## src/rtl/seqdet_ctx_sched.sv

```systemverilog
// seqdet_ctx_sched: one shared 4-state bit-sequence detector time-shared
// across NCH requester channels. Each channel keeps a 2-bit saved detector
// state so that a bit stream split across words is tracked continuously.
// A round-robin arbiter picks a channel in IDLE, the word is shifted
// MSB-first through the detector for W cycles, and a one-cycle DONE pulse
// reports hit count and final state before writing the context back.
module seqdet_ctx_sched #(
  parameter int NCH = 4,
  parameter int W   = 8
) (
  input  logic             clk,
  input  logic             rst_n,
  input  logic [NCH-1:0]   req_valid,
  input  logic [NCH*W-1:0] req_data,
  output logic [NCH-1:0]   req_ready,
  input  logic             clr_ctx,
  output logic             done_valid,
  output logic [1:0]       done_ch,
  output logic [3:0]       done_hits,
  output logic [1:0]       done_state,
  output logic             busy
);

  // Channel index width; NCH is a power of two here, so index arithmetic
  // wraps naturally mod NCH.
  localparam int PW = $clog2(NCH);
  localparam int CW = $clog2(W + 1);

  localparam logic [1:0] S0 = 2'd0;
  localparam logic [1:0] S1 = 2'd1;
  localparam logic [1:0] S2 = 2'd2;
  localparam logic [1:0] S3 = 2'd3;

  typedef enum logic [1:0] {IDLE = 2'd0, SHIFT = 2'd1, DONE = 2'd2} fsm_t;

  fsm_t                  fsm_q;
  logic [PW-1:0]         p_q;
  logic [W-1:0]          word_q;
  logic [1:0]            st_q;
  logic [PW-1:0]         ch_q;
  logic [3:0]            hits_q;
  logic [CW-1:0]         bcnt_q;
  logic [NCH-1:0][1:0]   ctx_q;

  logic                  done_valid_q;
  logic [1:0]            done_ch_q;
  logic [3:0]            done_hits_q;
  logic [1:0]            done_state_q;

  logic                  gnt_any;
  logic [PW-1:0]         gnt_idx;
  logic [PW-1:0]         srch_idx;
  logic [W-1:0]          gnt_word;

  logic [1:0]            st_d;
  logic [3:0]            hits_d;
  logic                  last_bit;

  // Round-robin search: walk offsets high to low so the lowest offset from
  // p_q that has a valid request is the one left standing.
  always_comb begin
    gnt_any  = 1'b0;
    gnt_idx  = '0;
    srch_idx = '0;
    for (int i = NCH - 1; i >= 0; i--) begin
      srch_idx = p_q + PW'(i);
      if (req_valid[srch_idx]) begin
        gnt_any = 1'b1;
        gnt_idx = srch_idx;
      end
    end
  end

  assign gnt_word = req_data[gnt_idx*W +: W];

  // Ready only toward the winner and only while idle.
  always_comb begin
    req_ready = '0;
    if (fsm_q == IDLE && gnt_any) req_ready[gnt_idx] = 1'b1;
  end

  // Detector step for the current MSB; a hit is scored off the pre-bit state.
  always_comb begin
    st_d = S0;
    if (word_q[W-1]) st_d = (st_q == S3) ? S3 : st_q + 2'd1;
    hits_d   = hits_q + {3'b000, (st_q == S2)};
    last_bit = (bcnt_q == CW'(W - 1));
  end

  // Control FSM: IDLE accepts, SHIFT walks W bits, DONE reports for a cycle.
  always_ff @(posedge clk or negedge rst_n) begin
    if (!rst_n) begin
      fsm_q        <= IDLE;
      p_q          <= '0;
      word_q       <= '0;
      st_q         <= S0;
      ch_q         <= '0;
      hits_q       <= '0;
      bcnt_q       <= '0;
      done_valid_q <= 1'b0;
      done_ch_q    <= '0;
      done_hits_q  <= '0;
      done_state_q <= S0;
    end else begin
      unique case (fsm_q)
        IDLE: begin
          if (gnt_any) begin
            word_q <= gnt_word;
            st_q   <= ctx_q[gnt_idx];
            ch_q   <= gnt_idx;
            hits_q <= '0;
            bcnt_q <= '0;
            p_q    <= gnt_idx + PW'(1);
            fsm_q  <= SHIFT;
          end
        end
        SHIFT: begin
          word_q <= word_q << 1;
          st_q   <= st_d;
          hits_q <= hits_d;
          bcnt_q <= bcnt_q + CW'(1);
          if (last_bit) begin
            // Results are latched here so they are stable for the DONE cycle
            // and then hold until the next word finishes.
            fsm_q        <= DONE;
            done_valid_q <= 1'b1;
            done_ch_q    <= 2'(ch_q);
            done_hits_q  <= hits_d;
            done_state_q <= st_d;
          end
        end
        DONE: begin
          done_valid_q <= 1'b0;
          fsm_q        <= IDLE;
        end
        default: fsm_q <= IDLE;
      endcase
    end
  end

  // Saved contexts: clear beats the DONE writeback when both hit one edge.
  always_ff @(posedge clk or negedge rst_n) begin
    if (!rst_n)              ctx_q <= '0;
    else if (clr_ctx)        ctx_q <= '0;
    else if (fsm_q == DONE)  ctx_q[ch_q] <= done_state_q;
  end

  assign done_valid = done_valid_q;
  assign done_ch    = done_ch_q;
  assign done_hits  = done_hits_q;
  assign done_state = done_state_q;
  assign busy       = (fsm_q != IDLE);

endmodule

```

## config.mk

```make
export PLATFORM = sky130hd
export DESIGN_NAME = seqdet_ctx_sched
export DESIGN_NICKNAME = d
export VERILOG_FILES = /design/src/rtl/seqdet_ctx_sched.sv
export SDC_FILE = /design/constraint.sdc
export NUM_CORES = 1
export LEC_CHECK = 0
export ABC_AREA = 1
export CORE_MARGIN = 2
export CORE_UTILIZATION = 55
export CTS_BUF_LIST = sky130_fd_sc_hd__clkbuf_16
export CTS_CLUSTER_DIAMETER = 120
export DETAILED_ROUTE_END_ITERATION = 10
export PLACE_DENSITY = 0.92
export SYNTH_ARGS = -nofsm -noshare
export SYNTH_HDL_FRONTEND = slang
export SYNTH_SLANG_ARGS = --single-unit
```

## constraint.sdc

```tcl
create_clock -name clk -period 4.4 [get_ports clk]
set_input_delay 0.88 -clock clk [delete_from_list [all_inputs] [get_ports clk]]
set_output_delay 0.88 -clock clk [all_outputs]
set_load 0.01 [all_outputs]
```

==> changes_impl.md <==
## Implementation

- Outcome: finished clean
- Combinational power share: 56.7%
- WP depth: 13
- Gr busiest metal: met2
- Post-Syn Nets: 413
- Tot GR Track Use: 25.4%
- Maximum Capacitance Violations: 0
- Final hold vios: 0
- Fin. max-slew vios: 0
- Number of diodes: 0
- Final min period: 4.02 ns
- Initial DRC count: 298
- Final antenna-violating net count: 0
- Switch Pwr: 1.13 mW
- Final worst setup slack: 0.375 ns
- Crit path launch type: input port
- Xor+xnor area frac: 0.694%
- Endpoint class of the critical path: output port
- First-pass GRT wire length: 10.3 mm
- Synth cell count leaders: nand2_1 (106), inv_1 (74), nand3_1 (59)
- Switch share: 45.4%
- Maximum root-to-sink buffer count: 2
- Cycle use final: 91.5%
- Clock power share: 18.7%
- Simple-gate share of the synthesized area: 31.7%
- IO Count: 53
- Worst-Margin Slew: 0.878 ns
- Clock-cell share: 5.86%
- Largest net degree at the start of global routing: 42
- Nets: 463
- Die Height: 71.7 microns
- Critical Path Fanout Max: 13
- Yosys reg bits: 41
- Cell Count Post-Placement: 462
- Placed Area: 3050 sq um
- Met3 wire len: 430 microns
- Top cells by area, synth: dfrtp_1 (41%), nand2_1 (16%), nand3_1 (12%)
- Flop share of the area: 31.6%
- Commonest cells after routing, fill and taps aside: nand2_1 (106), inv_1 (74), nand3_1 (59), clkdlybuf4s50_1 (51), dfrtp_1 (41)
- FFs & Latches: 41
- Share of post-route cells with drive strength above 1: 5.02%
- Post-layout instance count excluding filler cells: 470
- Design Area, Final: 3240 sq um
- CTS root buf: clkbuf_16
- Drt drc: 0
- Distinct lib cells used: 22
- Non-clock buffer count in the final layout: 56
- CP top delay family: buffers and inverters
- Yosys Instances: 367
- Met1 global-route usage: 30.8%
- Initial antenna violation count: 0
- Worst EP required: 3.52 ns
- WHS: 0.497 ns
- Core Rows: 24
- Critical Path Source: req_valid[1]
- Fin util: 74.0%
- Gpl congestion: 0.857
- DRT met1 WL: 2.43 mm
- CP peak stage delay: 0.56 ns
- Syn Area/Cell: 6.87 sq um
- Highest metal used: met4
- Cells after Synth: 367
- WHS Path Cells: 2
- Register area: 1030 sq um
- Router iterations before antenna repair: 5
- Non-clock buffer share: 16.8%
- Die Span X: 71.7 microns
- P_comb: 1.41 mW
- Adder-Cell Fraction of Synth Area: 3.47%
- Multi-input logic area: 1130 sq um
- Clock transition at path regs: 0.06 ns
- Total congestion overflow: 0
- Area growth syn-to-layout: 28.6%
- Async SR Flop Fraction: 100%
- Final Skew: 0.00564 ns
- Internal power: 1.36 mW
- Vias per cell: 5.43
- Init Core Util: 57.5%
- Reg2reg setup slack: 2.28 ns
- Leak: 1.73 nW
- DR WL/cell: 12.9 microns
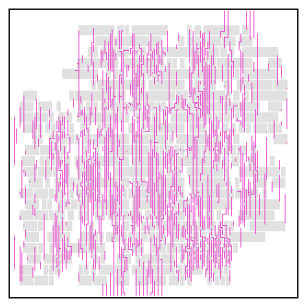
met2.png
Drawn at 4 px/micron. Cells faint in the background.
- nets with wire on the layer: 374
- longest straight run: 41.1 microns
- main direction: vertical
- share of all routed wire: 50%
Post-Route WL: 6.08 mm
DR vias: 2552
met2 Track Usage GR: 43.2%

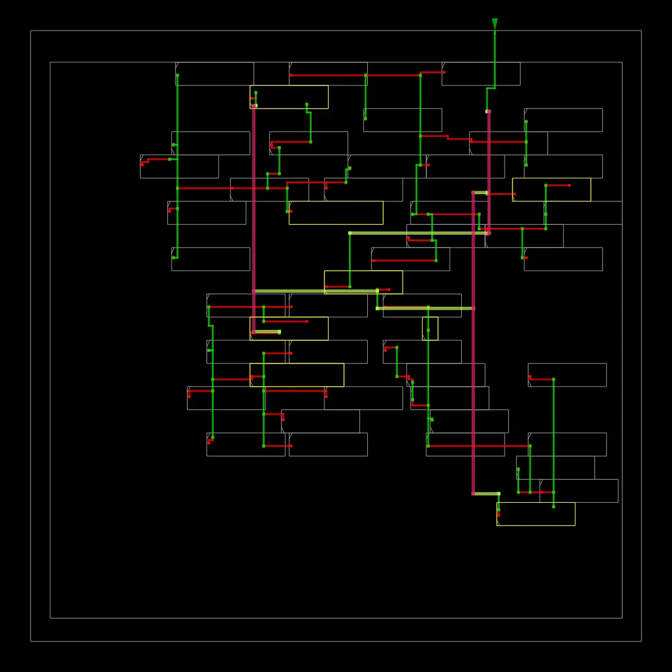
final_clocks.png
Clk. pwr: 467 uW
clk sinks: 41
Clock buffer cells: 5

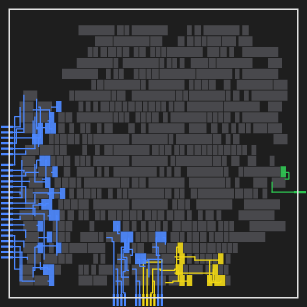
port_nets.png
Drawn at 4 px/micron.
- green: clr_ctx (bits 1; direction input; edge right; end cells 1; buffers 1; wire 12.4 microns)
- yellow: req_valid (bits 4; direction input; edge bottom; end cells 10; buffers 4; wire 89.6 microns)
- blue: req_data (bits 32; direction input; edge 24 left, 8 bottom; end cells 32; buffers 32; wire 423 microns)

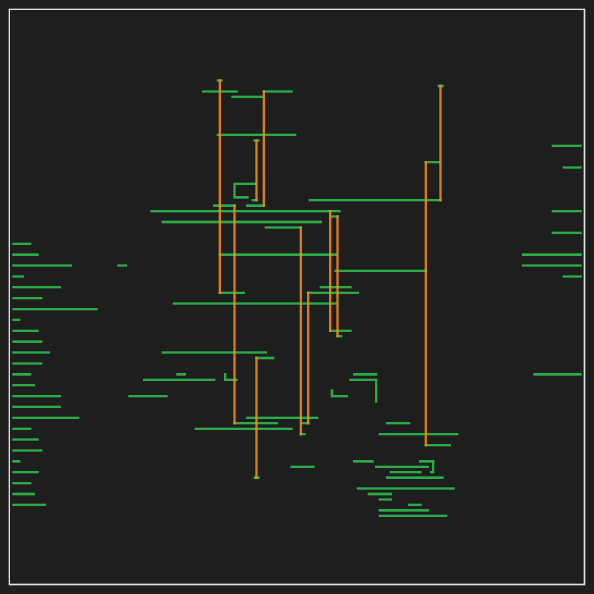
metal_stack.png
Drawn at 8 px/micron. Only two layers are drawn.
- orange: met4 (wire length 212 microns)
- green: met3 (wire length 430 microns)

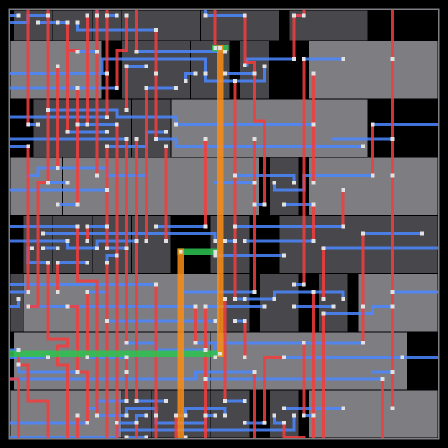
zoom.png
Window x 44 to 64, y 44 to 64 microns. Cells in gray, sequential cells in the stronger gray; small squares are vias.
- blue: met1
- red: met2
- orange: met4
- green: met3
- sequential cells in the window: 9
- netlist names of flops here include: done_hits (2), done_state (2), hits_q (2)
- cells with their middle in the window: 35
- most frequent: dfrtp_1 (9), nand2_1 (7), o21ai_0 (6)

Power figures rest on the tool's default switching activity, not on a simulated workload.
